[config.mk]
export PLATFORM = sky130hd
export DESIGN_NAME = lot_gate_arbiter_flat
export DESIGN_NICKNAME = d
export VERILOG_FILES = /design/src/rtl/lot_gate_arbiter_if.sv /design/src/rtl/lot_gate_arbiter.sv /design/src/flat_wrapper.sv
export SDC_FILE = /design/constraint.sdc
export NUM_CORES = 1
export LEC_CHECK = 0
export ABC_AREA = 1
export CORE_UTILIZATION = 40
export CTS_CLUSTER_DIAMETER = 120
export DETAILED_ROUTE_END_ITERATION = 7
export GPL_TIMING_DRIVEN = 0
export SLEW_MARGIN = 10
export SYNTH_ARGS = -nofsm -noshare
export SYNTH_HDL_FRONTEND = slang
export SYNTH_SLANG_ARGS = --single-unit
[constraint.sdc]
create_clock -name clk -period 2.81 [get_ports clk]
set_clock_uncertainty 0.15 [all_clocks]
set_input_delay 0.562 -clock clk [delete_from_list [all_inputs] [get_ports clk]]
set_output_delay 0.562 -clock clk [all_outputs]
set_load 0.03 [all_outputs]
[src/rtl/lot_gate_arbiter_if.sv]
// Lane-side bus of the parking-lot gate arbiter: lane requests and car-passed
// pulses in one direction, gate controls and occupancy status in the other.
interface lot_gate_arbiter_if #(
  parameter int CNT_W = 5
);
  logic             ent_req;
  logic             ext_req;
  logic             ent_pass;
  logic             ext_pass;
  logic             ent_open;
  logic             ext_open;
  logic             ent_gnt;
  logic             ext_gnt;
  logic             timeout;
  logic [CNT_W-1:0] count;
  logic             full;
  logic             empty;

  // Sensor front ends / display side: drives requests and passes, observes gates.
  modport master (
    output ent_req, ext_req, ent_pass, ext_pass,
    input  ent_open, ext_open, ent_gnt, ext_gnt, timeout, count, full, empty
  );

  // Arbiter side.
  modport slave (
    input  ent_req, ext_req, ent_pass, ext_pass,
    output ent_open, ext_open, ent_gnt, ext_gnt, timeout, count, full, empty
  );
endinterface

[src/rtl/lot_gate_arbiter.sv]
// Shares the lot occupancy count between the entry and exit lanes. One gate is
// open at a time; it closes on the lane's pass pulse (updating occupancy) or
// after OPEN_CYCLES cycles without a pass (timeout, occupancy unchanged).
module lot_gate_arbiter #(
  parameter int CAPACITY    = 25,
  parameter int CNT_W       = 5,
  parameter int OPEN_CYCLES = 8,
  parameter int TMR_W       = 4
) (
  input  logic                 clk,
  input  logic                 reset,
  lot_gate_arbiter_if.slave    gate
);

  typedef enum logic [1:0] {
    IDLE     = 2'd0,
    ENT_OPEN = 2'd1,
    EXT_OPEN = 2'd2
  } state_e;

  localparam logic [CNT_W-1:0] CAP_C     = CNT_W'(CAPACITY);
  localparam logic [CNT_W-1:0] CNT_ZERO  = {CNT_W{1'b0}};
  localparam logic [CNT_W-1:0] CNT_ONE   = {{(CNT_W-1){1'b0}}, 1'b1};
  localparam logic [TMR_W-1:0] TMR_ZERO  = {TMR_W{1'b0}};
  localparam logic [TMR_W-1:0] TMR_ONE   = {{(TMR_W-1){1'b0}}, 1'b1};
  localparam logic [TMR_W-1:0] TMR_LOAD  = TMR_W'(OPEN_CYCLES - 1);

  state_e           state_q,    state_d;
  logic [CNT_W-1:0] count_q,    count_d;
  logic [TMR_W-1:0] timer_q,    timer_d;
  logic             last_ent_q, last_ent_d;   // 1: last contested grant went to entry
  logic             ent_open_q, ent_open_d;
  logic             ext_open_q, ext_open_d;
  logic             ent_gnt_q,  ent_gnt_d;
  logic             ext_gnt_q,  ext_gnt_d;
  logic             timeout_q,  timeout_d;

  logic             full_s;
  logic             empty_s;
  logic             ent_elig_s;
  logic             ext_elig_s;

  assign full_s     = (count_q == CAP_C);
  assign empty_s    = (count_q == CNT_ZERO);
  assign ent_elig_s = gate.ent_req && !full_s;
  assign ext_elig_s = gate.ext_req && !empty_s;

  // Next-state: arbitration in IDLE, pass/timeout handling while a gate is open.
  always_comb begin
    state_d    = state_q;
    count_d    = count_q;
    timer_d    = timer_q;
    last_ent_d = last_ent_q;
    ent_gnt_d  = 1'b0;
    ext_gnt_d  = 1'b0;
    timeout_d  = 1'b0;

    case (state_q)
      IDLE: begin
        // Entry wins when it is alone, or when both contend and exit went last.
        if (ent_elig_s && (!ext_elig_s || !last_ent_q)) begin
          state_d   = ENT_OPEN;
          ent_gnt_d = 1'b1;
          timer_d   = TMR_LOAD;
          if (ext_elig_s) begin
            last_ent_d = 1'b1;
          end else begin
            last_ent_d = last_ent_q;
          end
        end else if (ext_elig_s) begin
          state_d   = EXT_OPEN;
          ext_gnt_d = 1'b1;
          timer_d   = TMR_LOAD;
          if (ent_elig_s) begin
            last_ent_d = 1'b0;
          end else begin
            last_ent_d = last_ent_q;
          end
        end else begin
          state_d = IDLE;
        end
      end

      ENT_OPEN: begin
        // A pass on the last timer cycle still counts; it beats the timeout.
        if (gate.ent_pass) begin
          count_d = count_q + CNT_ONE;
          state_d = IDLE;
        end else if (timer_q == TMR_ZERO) begin
          timeout_d = 1'b1;
          state_d   = IDLE;
        end else begin
          timer_d = timer_q - TMR_ONE;
        end
      end

      EXT_OPEN: begin
        if (gate.ext_pass) begin
          count_d = count_q - CNT_ONE;
          state_d = IDLE;
        end else if (timer_q == TMR_ZERO) begin
          timeout_d = 1'b1;
          state_d   = IDLE;
        end else begin
          timer_d = timer_q - TMR_ONE;
        end
      end

      default: begin
        state_d = IDLE;
      end
    endcase

    ent_open_d = (state_d == ENT_OPEN);
    ext_open_d = (state_d == EXT_OPEN);
  end

  // State and output registers with synchronous reset.
  always_ff @(posedge clk) begin
    if (reset) begin
      state_q    <= IDLE;
      count_q    <= CNT_ZERO;
      timer_q    <= TMR_ZERO;
      last_ent_q <= 1'b0;
      ent_open_q <= 1'b0;
      ext_open_q <= 1'b0;
      ent_gnt_q  <= 1'b0;
      ext_gnt_q  <= 1'b0;
      timeout_q  <= 1'b0;
    end else begin
      state_q    <= state_d;
      count_q    <= count_d;
      timer_q    <= timer_d;
      last_ent_q <= last_ent_d;
      ent_open_q <= ent_open_d;
      ext_open_q <= ext_open_d;
      ent_gnt_q  <= ent_gnt_d;
      ext_gnt_q  <= ext_gnt_d;
      timeout_q  <= timeout_d;
    end
  end

  assign gate.ent_open = ent_open_q;
  assign gate.ext_open = ext_open_q;
  assign gate.ent_gnt  = ent_gnt_q;
  assign gate.ext_gnt  = ext_gnt_q;
  assign gate.timeout  = timeout_q;
  assign gate.count    = count_q;
  assign gate.full     = full_s;
  assign gate.empty    = empty_s;

endmodule
[src/flat_wrapper.sv]
// flat-port wrapper written by rule: the top's interface ports become plain ports
module lot_gate_arbiter_flat 
#(
  parameter int CAPACITY    = 25,
  parameter int CNT_W       = 5,
  parameter int OPEN_CYCLES = 8,
  parameter int TMR_W       = 4
)
  (clk, reset, gate_ent_req, gate_ext_req, gate_ent_pass, gate_ext_pass, gate_ent_open, gate_ext_open, gate_ent_gnt, gate_ext_gnt, gate_timeout, gate_count, gate_full, gate_empty);
  lot_gate_arbiter_if #(.CNT_W(CNT_W)) gate_i ();
  input  logic clk;
  input  logic reset;
  input wire logic [$bits(gate_i.ent_req)-1:0] gate_ent_req;
  input wire logic [$bits(gate_i.ext_req)-1:0] gate_ext_req;
  input wire logic [$bits(gate_i.ent_pass)-1:0] gate_ent_pass;
  input wire logic [$bits(gate_i.ext_pass)-1:0] gate_ext_pass;
  output wire logic [$bits(gate_i.ent_open)-1:0] gate_ent_open;
  output wire logic [$bits(gate_i.ext_open)-1:0] gate_ext_open;
  output wire logic [$bits(gate_i.ent_gnt)-1:0] gate_ent_gnt;
  output wire logic [$bits(gate_i.ext_gnt)-1:0] gate_ext_gnt;
  output wire logic [$bits(gate_i.timeout)-1:0] gate_timeout;
  output wire logic [$bits(gate_i.count)-1:0] gate_count;
  output wire logic [$bits(gate_i.full)-1:0] gate_full;
  output wire logic [$bits(gate_i.empty)-1:0] gate_empty;
  assign gate_i.ent_req = gate_ent_req;
  assign gate_i.ext_req = gate_ext_req;
  assign gate_i.ent_pass = gate_ent_pass;
  assign gate_i.ext_pass = gate_ext_pass;
  assign gate_ent_open = gate_i.ent_open;
  assign gate_ext_open = gate_i.ext_open;
  assign gate_ent_gnt = gate_i.ent_gnt;
  assign gate_ext_gnt = gate_i.ext_gnt;
  assign gate_timeout = gate_i.timeout;
  assign gate_count = gate_i.count;
  assign gate_full = gate_i.full;
  assign gate_empty = gate_i.empty;
  lot_gate_arbiter #(.CAPACITY(CAPACITY), .CNT_W(CNT_W), .OPEN_CYCLES(OPEN_CYCLES), .TMR_W(TMR_W)) u_core (.clk(clk), .reset(reset), .gate(gate_i));
endmodule
==> run summary, run 1 <==
On the backend side, the flow ran end to end.

The number of gates resized after CTS was 0. The non-clock inverter total of the final layout stands at 21. The H-tree depth stands at 1. The number of nets at floorplan stands at 153. The fraction of synthesized cell area in xor and xnor cells stands at 0.02497. Counting tap cells, the placed design contains a total of 185 instances.

The DRC violation total left in the routed layout is recorded as 0. For reference, the top cells by area after synthesis are sky130_fd_sc_hd__dfxtp_1 32%, sky130_fd_sc_hd__ha_1 9.5%, sky130_fd_sc_hd__nand2_1 8.9%, sky130_fd_sc_hd__inv_1 6.4%, sky130_fd_sc_hd__nand3_1 6.2%. The ratio of cells with drive above 1 in the final layout stands at 0.2013.

Of the total synthesized cell area, the portion taken by full adders, half adders and majority gates is 0.1141. In this build the clock could be raised as far as 0.4147 GHz. In the placement report, post-DP HPWL is listed as 1540 µm. The worst hold slack stands at 346.4 ps. The synthesis report lists the Yosys warning total as 0. The placeable core region stands at 0.002477 mm². The run finished with clean final reports.

The number of hold violations in the final report stands at 0. The number of logic gates stands at 99. The final core utilization stands at 0.5197.

The final route contains 878 vias. The final-stage net count stands at 175. The accumulated negative setup slack stands at 0 ps. The tally of max-capacitance violations stands at 0. The layout report lists the multi-input gate area as 629.4 µm². For reference, the critical path cell chain is inv_2, nor2_2, nand2_2, inv_1, clkdlybuf4s50_1. The number of pins exceeding their max-slew limit in the final report stands at 0. The violation tally recorded at the end of detailed-routing iteration 0 is 7.

Across all stage logs, warnings added up to 29. TritonCTS built the clock tree. In this run the cell area measured after placement is 0.001260 mm². The first global-routing pass estimated 3312 µm of wire.

After synthesis the netlist holds a flip-flop and latch count of 17. Per the final report, the share of cell area in non-clock buffers is 0.1351. The number of distinct library cells after synthesis stands at 24. During tapcell insertion the tool placed 30 well taps. Of all cell types, the one taking the most synthesized area is sky130_fd_sc_hd__dfxtp_1. Dividing the detail-routed via count by the number of cells gives 4.646. Looking at the setup timing report, the critical path kind is flop to output pin. Of the available clock period, the critical path in the final layout requires 0.8581.
-- run 1: cells in the final DEF, fill, tap and decap left out, types with 4 or more instances in the layout --
cell type	n
sky130_fd_sc_hd__a21oi_1	7
sky130_fd_sc_hd__a21oi_2	4
sky130_fd_sc_hd__clkdlybuf4s50_1	17
sky130_fd_sc_hd__dfxtp_1	17
sky130_fd_sc_hd__ha_1	8
sky130_fd_sc_hd__inv_1	18
sky130_fd_sc_hd__nand2_1	25
sky130_fd_sc_hd__nand2_2	7
sky130_fd_sc_hd__nand3_1	13
sky130_fd_sc_hd__nor2_1	12
sky130_fd_sc_hd__o21ai_0	4
-- run 1: cells in the mapped netlist --
cell type / number
sky130_fd_sc_hd__nor2_2: 3
sky130_fd_sc_hd__nand2_4: 1
sky130_fd_sc_hd__inv_2: 3
sky130_fd_sc_hd__dfxtp_1: 17
sky130_fd_sc_hd__nor2_4: 2
sky130_fd_sc_hd__or2_2: 2
sky130_fd_sc_hd__a21oi_2: 4
sky130_fd_sc_hd__xnor2_1: 1
sky130_fd_sc_hd__fa_1: 1
sky130_fd_sc_hd__a21oi_4: 1
sky130_fd_sc_hd__nand3_4: 1
sky130_fd_sc_hd__clkbuf_1: 1
sky130_fd_sc_hd__nand2_2: 7
sky130_fd_sc_hd__xor2_1: 2
sky130_fd_sc_hd__nand3_2: 3
sky130_fd_sc_hd__nand2_1: 25
sky130_fd_sc_hd__nand3_1: 13
sky130_fd_sc_hd__ha_1: 8
sky130_fd_sc_hd__nor2_1: 12
sky130_fd_sc_hd__o21ai_0: 4
sky130_fd_sc_hd__a21oi_1: 7
sky130_fd_sc_hd__o21ai_2: 1
sky130_fd_sc_hd__nand3b_1: 1
sky130_fd_sc_hd__inv_1: 18
-- run 1: critical path, delay by kind of cell, from the launching register on --
kind,cells,cell delay [ps]
buffers and inverters,3,790
flip-flops,1,430
AND/OR/NAND/NOR,2,190
-- run 1: power by group --
part / total (mW) / internal (mW) / switching (mW)
sequential: 0.293 / 0.268 / 0.0251
combinational: 0.277 / 0.109 / 0.168
clock: 0.133 / 0.0529 / 0.0805
total: 0.703 / 0.429 / 0.273
-- run 1: final timing paths --
check | end | slack, ps | cells past startpoint
setup reg to reg | u_core.gate.count[4]$_SDFFE_PP0P_ | 650 | 10
setup / recovery | gate_full | 400 | 5
hold / removal | u_core.timer_q[3]$_SDFFE_PP0P_ | 350 | 2
hold reg to reg | u_core.timer_q[3]$_SDFFE_PP0P_ | 350 | 2
-- run 1: routing by layer --
layer	global-route usage	share of wire	vias to the layer above
met5	0	0	-
met4	0.06579	0.0063	0
met3	0.02586	0.029	2
met2	0.2604	0.45	10
met1	0.2051	0.51	389
li1	-	-	477
-- run 1: sequential cells by signal (all words and copies together) (netlist names) --
signal,flops
u_core.gate.ext_open,1
u_core.gate.ent_gnt,1
u_core.last_ent_q,1
u_core.gate.count,5
u_core.state_q,2
u_core.gate.ext_gnt,1
u_core.gate.ent_open,1
u_core.timer_q,4
u_core.gate.timeout,1
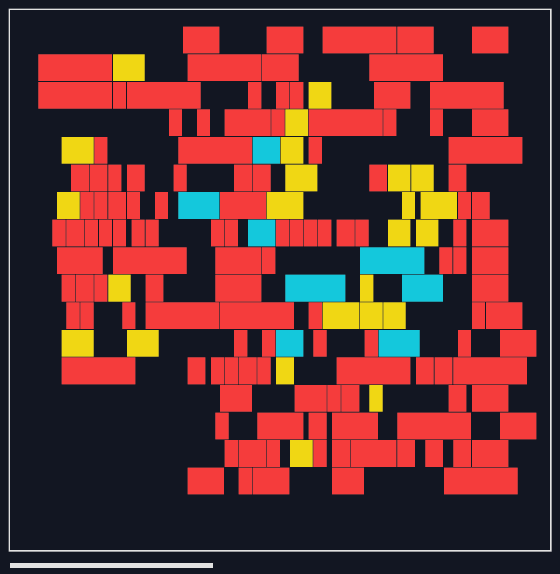
*Sizing map, run 1*
The bar under the picture is 20 µm long.
| colour | size | cells |
|---|---|---|
| red | x1 and smaller | 127 |
| cyan | x3 and x4 | 8 |
| yellow | x2 | 24 |
worst setup margin: 398.8 ps
Finished Cell Area: 0.001287 mm²
non-clock buffer instance count of the final layout: 18
synth-to-layout area growth: 22.35%

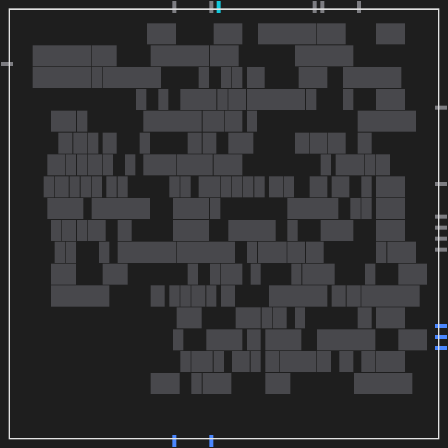
*Pin map, run 1*
Pins as bars across the die edge, other pins in grey.
| colour | port | pins | direction | edge |
|---|---|---|---|---|
| cyan | gate_ent_pass | 1 | input | top |
| blue | gate_count | 5 | output | 3 right, 2 bottom |
all pins by edge: 9 right, 6 top, 2 bottom, 1 left
Chip Height: 53.29 µm
die width: 53.29 µm
# port buffers: 17

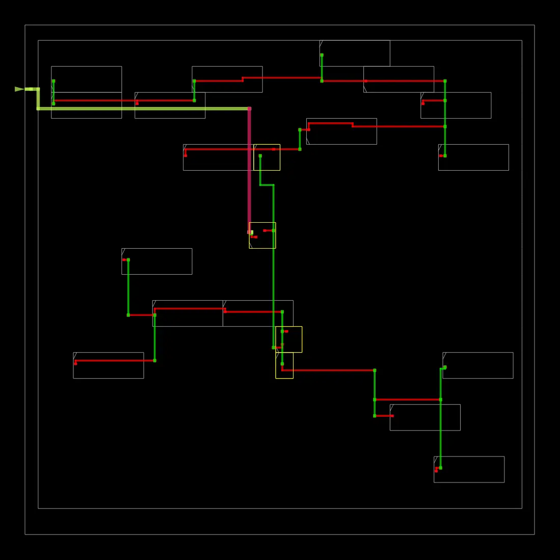
*The clock network, run 1*
count of clock tree sinks: 17
Inserted Clock Buffers: 3
flip-flop and latch count: 17
clk_buf instances: 3

### Cell classes on the final placement, run 1

The bar under the picture is 20 µm long.
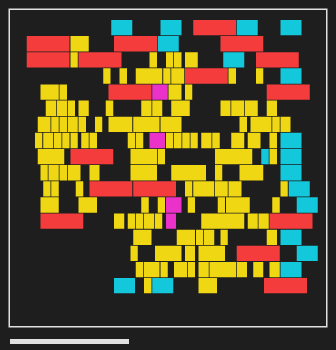

--- run 2 (diff from run 1) ---
Settings changed: CELL_PAD_IN_SITES_DETAIL_PLACEMENT from default to 1, CELL_PAD_IN_SITES_GLOBAL_PLACEMENT from default to 1, CORE_UTILIZATION 40 to 37, PLACE_DENSITY_LB_ADDON from default to 0.1.
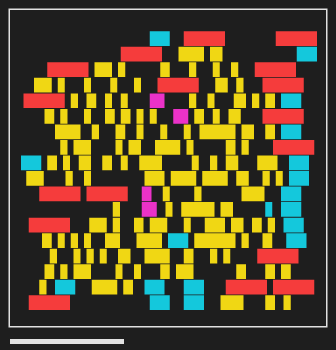
*Cell classes on the final placement, run 2*
The bar under the picture is 20 µm long.
| colour | class | cells | share of their area |
|---|---|---|---|
| red | registers | 17 | 27% |
| magenta | clock drivers and dummy loads | 4 | 2.2% |
| cyan | remaining buffers and delay cells | 18 | 14% |
| yellow | remaining logic cells | 120 | 57% |
core region area: 0.002590 mm²
sequential share of cell area: 0.2643
final core area utilization: 0.4971

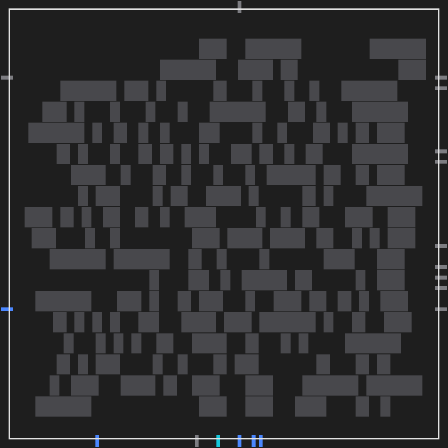
*Pin map, run 2*
Pins as bars across the die edge, other pins in grey.
| colour | port | pins | direction | edge |
|---|---|---|---|---|
| cyan | gate_ent_pass | 1 | input | bottom |
| blue | gate_count | 5 | output | 4 bottom, 1 left |
die width: 55.33 µm
Chip Height: 55.33 µm

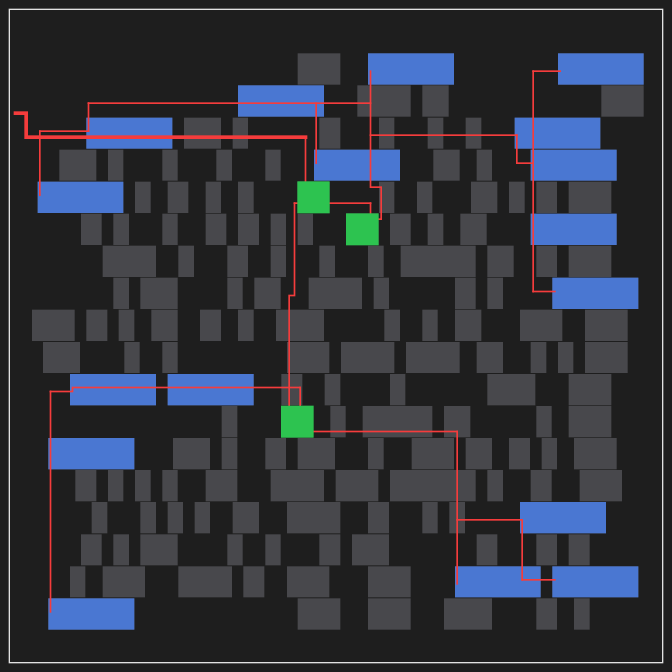
*Clock network drawn from the DEF, run 2*
[green] clock-net drivers | count: 3
[red] clock wires | length: 237 µm
[blue] flip-flops | count: 17
flops lie: spread over the die
routed clock nets: 4
Insertion Delay late pin: 290 ps
power in the clock group: 133 µW

==> run summary, run 2 <==
On the backend side, the flow ran end to end.

The count of cells resized by post-cts repair is 0 (unchanged). The via count of the routed design came to 928 (+5.7%). According to the report, the first pass of detailed routing completed in 4 iterations.

The logic depth of the worst register-to-register path came to 10 (unchanged). The clock period minus final worst setup slack stands at 2445 ps. The per-cell routed wire length stands at 13.08 µm. The count of flip-flops with a built-in enable after synthesis is 0 (unchanged). The wire length on met1 is 1158 µm (+19%).

The number of sinks on the clock net stands at 17 (unchanged). The routed length on met3 is 77 µm (+38%). The share of synthesized area occupied by flip-flops and latches stands at 0.3234. The ratio of cells with drive above 1 in the final layout came to 0.2013 (unchanged).

The post-synthesis register bit count stands at 17 (unchanged). TritonCTS built the clock tree. In this run the top signal layer used is met3. The number of buffers added by the clock tree synthesis step came to 3 (unchanged). Per STA, the worst path is made up of inv_2, nor2_2, nand2_2, inv_1, clkdlybuf4s50_1. The via count of the first global-routing pass came to 993. The fraction of synthesized cell area in xor and xnor cells stands at 0.02497 (unchanged). The number of OpenROAD warnings stands at 29 (unchanged). Setup repair after global routing left no endpoint under its margin.

The flow ran to the end, and the final reports show no timing, DRC or antenna violations. The final HPWL from detailed placement is 2019 µm (+31%). Looking at the reg2reg group, the worst path ends at u_core.gate.count[4]$_SDFFE_PP0P_. The number of design rule violations left after detail routing stands at 0 (unchanged). The count of synthesis-stage warnings from yosys is 0 (unchanged). The total setup buffers inserted after CTS stands at 0. Looking at the hold checks, the worst path lands on u_core.timer_q[0]$_SDFFE_PP0P_. The count of routing violations after the opening detailed-route iteration came to 15 (+8). The first-pass GRT wire length was 4388 µm (+32%). Looking at the clock tree report, the root buffer type is sky130_fd_sc_hd__clkbuf_4. The depth of the worst hold-timing path stands at 2 (unchanged). The met2 wire length came to 1236 µm (+44%). The overall overflow remaining after global route stands at 0. STA classifies the critical path startpoint as a flop. The flip-flop count of the largest register after layout stands at 5 (unchanged). The number of hold violations in the final report stands at 0 (unchanged). Entering global routing, the biggest net connects 11 pins. In this run the core area contains 18 standard-cell rows.

The final-stage net count stands at 175 (unchanged). By instance count after routing, the leading logic cell type is sky130_fd_sc_hd__nand2_1. sky130_fd_sc_hd__dfxtp_1 takes more of the synthesized area than any other cell. By area the synthesized netlist is led by sky130_fd_sc_hd__dfxtp_1 32%, sky130_fd_sc_hd__ha_1 9.5%, sky130_fd_sc_hd__nand2_1 8.9%, sky130_fd_sc_hd__inv_1 6.4%, sky130_fd_sc_hd__nand3_1 6.2%. The per-cell via count in the routed design stands at 4.910 (+5.7%). The synthesis run identifies the leading combinational cell family as simple AND/OR/NAND/NOR gates. The area of all sequential standard cells stands at 340.3 µm². The and-or/or-and share of the synthesized area stands at 0.1094. The accumulated negative setup slack came to 0 ps (unchanged). The slack of the worst reg-to-reg path stands at 620 ps (-30 ps). The clock-pin slew on the worst setup and hold paths stands at 100 ps. Nets still carrying antenna violations after routing amount to 0. The number of nets at floorplan stands at 153 (unchanged). The count of boundary I/O pins stands at 18. The number of cells reported by Yosys stat comes to 138. Wires add up to 2472 µm.

The chip occupies 0.003061 mm². Data on the critical path is required at its endpoint by 2100 ps. The async set-or-reset flop fraction in the synthesized netlist was 0 (unchanged). The fraction of post-synthesis cell area in the top cell type by area stands at 0.3234. The number of distinct library cells after synthesis stands at 24 (unchanged). For this run, the leading register cell type out of synthesis is sky130_fd_sc_hd__dfxtp_1. The number of antenna violations at the first check in global routing stands at 0.

The footprint of the multi-input gates stands at 629.4 µm² (unchanged). The maximum cell stage delay along the critical path stands at 660 ps. The number of buffer cells added on primary ports stands at 17 (unchanged). The tally of max-capacitance violations stands at 0 (unchanged). In the layout the commonest cells are 25 x sky130_fd_sc_hd__nand2_1, 18 x sky130_fd_sc_hd__inv_1, 17 x sky130_fd_sc_hd__clkdlybuf4s50_1, 17 x sky130_fd_sc_hd__dfxtp_1, 13 x sky130_fd_sc_hd__nand3_1. sky130_fd_sc_hd__nand2_1 is the most common cell in the netlist. The count of mapped cells out of synthesis stands at 138. Counting along the longest clock path gives a buffer depth of 2. The post-synthesis adder-cell area fraction was 0.1141 (unchanged). The post-synth area from yosys stat stands at 0.001052 mm². STA classifies the critical path endpoint as an output pin. The area growth from synthesis to layout stands at 22.35% (unchanged). In this run the critical register-to-register path is launched from u_core.state_q[0]$_SDFF_PP0_.

The number of pins exceeding their max-slew limit in the final report is 0 (unchanged). In this run the mean area of a mapped cell was 7.625 µm². The leakage power total stands at 0.5868 nW. The H-tree depth stands at 1 (unchanged).

The critical path in this run is classified as flop to output pin. The maximum operating frequency came to 0.4090 GHz (-1.4%). After synthesis, the most frequently instantiated cells are 25 x sky130_fd_sc_hd__nand2_1, 18 x sky130_fd_sc_hd__inv_1, 17 x sky130_fd_sc_hd__dfxtp_1.

Per the gpl log, the routability congestion estimate is 0.7501. The power per standard cell area stands at 553.0 mW/mm². The period utilization was 0.8701 (+0.01197).
run 2: cell counts in the layout (fill, tap and decap cells not counted):
Identical to the previous run, type by type.
run 2: how the worst max path moves through the flow:
| stage | start | end | slack [ps] | depth (start not counted) |
|---|---|---|---|---|
| after detailed placement | u_core.state_q[0]$_SDFF_PP0_ | u_core.gate.count[4]$_SDFFE_PP0P_ | 630 | 10 |
| after CTS | u_core.gate.count[0]$_SDFFE_PP0P_ | gate_full | 350 | 5 |
| final | u_core.gate.count[0]$_SDFFE_PP0P_ | gate_full | 370 | 5 |
| after global routing | u_core.gate.count[0]$_SDFFE_PP0P_ | gate_full | 280 | 5 |
| after global placement | u_core.state_q[0]$_SDFF_PP0_ | u_core.gate.count[4]$_SDFFE_PP0P_ | 690 | 10 |
| after floorplan | u_core.state_q[0]$_SDFF_PP0_ | u_core.gate.count[4]$_SDFFE_PP0P_ | 850 | 10 |
run 2: metrics by stage:
step	total power [mW]	area [µm²]	std cells	worst slack [ps]	hold WS [ps]
after global routing	0.7700	1287	189	275.6	362.2
after detailed placement	0.5864	1260	185	634.5	334.2
after floorplan	0.5010	1052	138	847.3	310.9
final	0.7120	1287	189	365.1	344.2
after global placement	0.5732	1260	185	690.9	324.4
after CTS	0.7256	1287	189	346.2	350.0
run 2: cell families after synthesis:
group	after synthesis
fa+ha+maj	9
buf+inv	22
xor+xnor	3
simple gates	70
compound gates	17
flops	17
run 2: where the power goes:
part,leakage [nW],switching [mW],internal [mW]
Clock,0.0177,0.0797,0.0529
Sequential,0.139,0.0265,0.268
Combinational,0.430,0.176,0.110
Total,0.587,0.282,0.430
run 2: metal layers:
metal  vias to the layer above  GRT usage
li1                        477          -
met1                       436     0.2283
met2                        15     0.3081
met3                         0    0.03044
met4                         0    0.05000
met5                         -          0
run 2: critical path: cells and delay by family (launching register included):
| family | cells | cell delay [ps] |
|---|---|---|
| and+or+nand+nor | 2 | 200 |
| DFF | 1 | 440 |
| buffers and inverters | 3 | 810 |
run 2: cell type report:
| type | instances | share of cell area |
|---|---|---|
| Timing Repair Buffer | 17 | 0.1322 |
| Sequential cell | 17 | 0.2643 |
| Buffer | 1 | 0.002915 |
| Clock buffer | 3 | 0.01749 |
| Multi-Input combinational cell | 99 | 0.4888 |
| Clock inverter | 1 | 0.003887 |
| Tap cell | 30 | 0.02915 |
| Inverter | 21 | 0.06122 |
### Sizing map, run 2

The bar under the picture is 20 µm long.
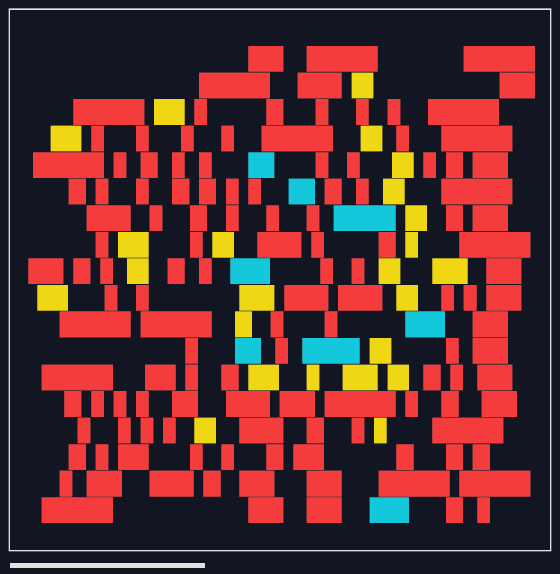

--- run 3 (diff from run 2) ---
Settings changed: CAP_MARGIN from default to 20, CORE_UTILIZATION 37 to 40.
Clock period 2.81 ns to 2.9 ns, I/O delays scaled along.
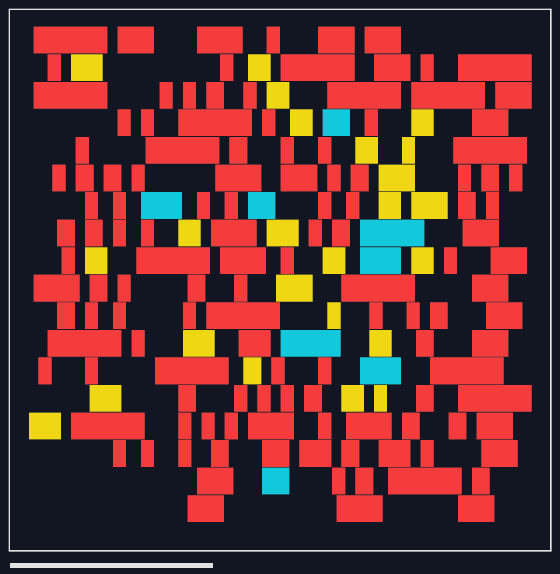
*Sizing map, run 3*
The bar under the picture is 20 µm long.
worst setup margin: 425.2 ps

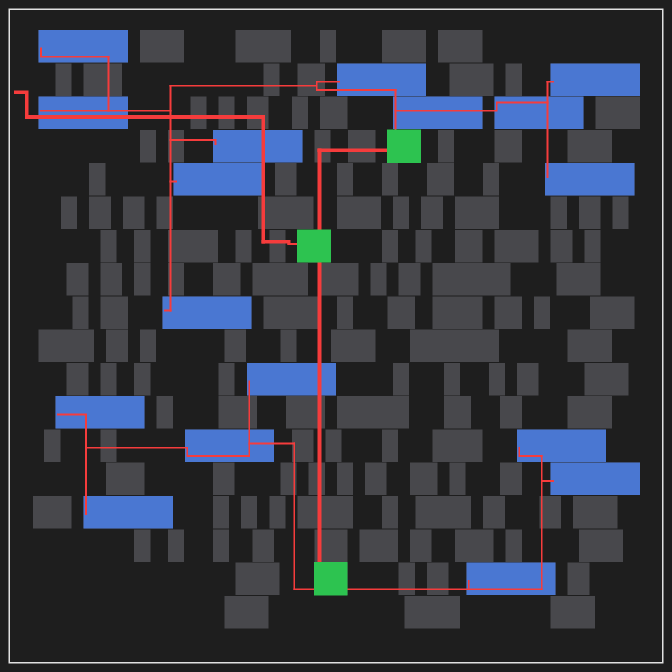
*Clock network drawn from the DEF, run 3*
[green] clock-net drivers | count: 3
[red] clock wires | length: 250 µm
[blue] flip-flops | count: 17
flops lie: spread over the die
power share of the clock group: 0.193
Insertion Delay late pin: 300 ps
power in the clock group: 134 µW

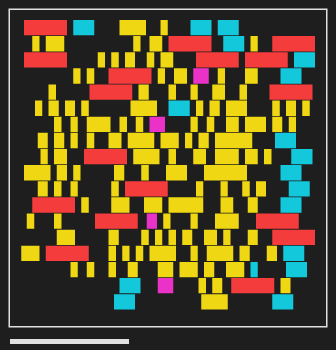
*Cell classes on the final placement, run 3*
The bar under the picture is 20 µm long.
| colour | class | cells | share of their area |
|---|---|---|---|
| magenta | clock drivers and dummy loads | 4 | 2.2% |
| red | registers | 17 | 27% |
| cyan | remaining buffers and delay cells | 18 | 14% |
| yellow | remaining logic cells | 120 | 57% |
core region area: 0.002477 mm²
final core area utilization: 0.5197
FP Rows: 18

==> run summary, run 3 <==
On the backend side, the flow ran end to end.

The flow ran to the end, and the final reports show no timing, DRC or antenna violations. The accumulated negative setup slack was 0 ps (unchanged). The maximum operating frequency stands at 0.4041 GHz.

The vertical die dimension stands at 53.29 µm (-3.7%). Looking at area per cell type in the netlist, the leader is sky130_fd_sc_hd__dfxtp_1. The number of buffers and inverters on the critical path is 3 (unchanged). The number of sinks on the clock net stands at 17 (unchanged).

The post-synth area from yosys stat stands at 0.001052 mm² (unchanged). The clock period could shrink to 2475 ps. In the synthesized netlist the dominant register cell turns out to be sky130_fd_sc_hd__dfxtp_1.

The maximum cell stage delay along the critical path is 650 ps (about the same). Post-route period utilization is reported as 0.8534. The per-cell via count in the routed design is 5.016 (+2.2%). Counting only logic cells after layout, the most numerous master is sky130_fd_sc_hd__nand2_1. The number of hold violations in the final report is 0 (unchanged). The per-cell routed wire length was 12.72 µm (-2.7%). The number of pins exceeding their max-slew limit in the final report stands at 0 (unchanged). The number of antenna violations at the first check in global routing came to 0 (unchanged). Per STA, the worst path accumulates the most delay in the family buffers and inverters.

The number of nets at floorplan is 153 (unchanged). Counting instances in the post-synthesis netlist gives the leading cell types as 25 x sky130_fd_sc_hd__nand2_1, 18 x sky130_fd_sc_hd__inv_1, 17 x sky130_fd_sc_hd__dfxtp_1. STA classifies the critical path startpoint as a flop. The routability congestion estimate from global placement is 0.7587 (+1.1%). The number of design rule violations left after detail routing stands at 0 (unchanged). The ratio of cells with drive above 1 in the final layout came to 0.2013 (unchanged). TritonCTS built the clock tree. The logic depth of the worst register-to-register path is 10 (unchanged). The tally of max-capacitance violations came to 0 (unchanged).

The flip-flop count of the largest register after layout stands at 5 (unchanged). The via count of the first global-routing pass stands at 959 (-3.4%). The total power stands at 694.5 µW (-2.5%).

The mean cell area of the mapped netlist stands at 7.625 µm² (unchanged). The total setup buffers inserted after CTS stands at 0 (unchanged). The largest net degree at the start of global routing was 11 (unchanged). The synthesis report lists the most area-consuming cells as sky130_fd_sc_hd__dfxtp_1 32%, sky130_fd_sc_hd__ha_1 9.5%, sky130_fd_sc_hd__nand2_1 8.9%, sky130_fd_sc_hd__inv_1 6.4%, sky130_fd_sc_hd__nand3_1 6.2%. The leakage power total came to 0.5868 nW (unchanged).
==> run 3: cell counts after synthesis <==
No cell type changed its count.
==> run 3: cell type report <==
| type | count | area share |
|---|---|---|
| Buffer | 1 | 0.002915 |
| Clock buffer | 3 | 0.01749 |
| Clock inverter | 1 | 0.003887 |
| Inverter | 21 | 0.06122 |
| Multi-Input combinational cell | 99 | 0.4888 |
| Sequential cell | 17 | 0.2643 |
| Tap cell | 30 | 0.02915 |
| Timing Repair Buffer | 17 | 0.1322 |
==> run 3: worst max-delay path by stage <==
stage	start	to	slack [ps]	depth (start not counted)
global placement	u_core.state_q[0]$_SDFF_PP0_	u_core.gate.count[4]$_SDFFE_PP0P_	780	10
floorplan	u_core.state_q[0]$_SDFF_PP0_	u_core.gate.count[4]$_SDFFE_PP0P_	940	10
detailed placement	u_core.state_q[0]$_SDFF_PP0_	u_core.gate.count[4]$_SDFFE_PP0P_	640	10
finish	u_core.gate.count[0]$_SDFFE_PP0P_	gate_full	430	5
global route	u_core.gate.count[4]$_SDFFE_PP0P_	gate_full	290	5
CTS	u_core.gate.count[4]$_SDFFE_PP0P_	gate_full	410	5
==> run 3: routing by layer <==
metal | part of all wire | GRT usage | vias to the layer above
li1 | - | - | 479
met1 | 0.44 | 0.2367 | 446
met2 | 0.51 | 0.3604 | 16
met3 | 0.029 | 0.03736 | 7
met4 | 0.025 | 0.1140 | 0
met5 | 0 | 0 | -
==> run 3: power breakdown <==
part	internal (mW)	leakage (nW)	total (mW)	switching, mW
registers	0.259	0.139	0.283	0.0239
logic	0.106	0.430	0.277	0.171
clock network	0.0515	0.0177	0.134	0.0824
==> run 3: worst register-to-register path: cells and delay by family (launching register included) <==
| kind | cells | cell delay (ps) |
|---|---|---|
| adder cells (fa/ha/maj) | 2 | 750 |
| AND/OR/NAND/NOR | 5 | 550 |
| flip-flops | 1 | 360 |
| buffers and inverters | 2 | 200 |
| AND-OR/OR-AND | 1 | 130 |
==> run 3: through the flow <==
| stage | setup slack [ps] | utilization | instance area, µm² | hold WS, ps |
|---|---|---|---|---|
| 6_report | 425.2 | 0.5197 | 1287 | 348.7 |
| 5_1_grt | 287.9 | 0.5197 | 1287 | 376.5 |
| 4_1_cts | 411.1 | 0.5197 | 1287 | 357.8 |
| 3_5_place_dp | 644.3 | 0.5086 | 1260 | 340.3 |
| 3_3_place_gp | 779.3 | 0.5086 | 1260 | 324.7 |
| 2_1_floorplan | 937.3 | - | 1052 | 310.9 |
==> run 3: logic make-up (layout without fill, tap and decap cells) <==
logic type,after synthesis,in the layout,share of synthesized area
simple gates,70,70,0.3496
buf+inv,22,43,0.07847
compound gates,17,17,0.1094
flops,17,17,0.3234
fa+ha+maj,9,9,0.1142
xor+xnor,3,3,0.02497
No activity file was given, so power comes from the tool's default toggle rates.
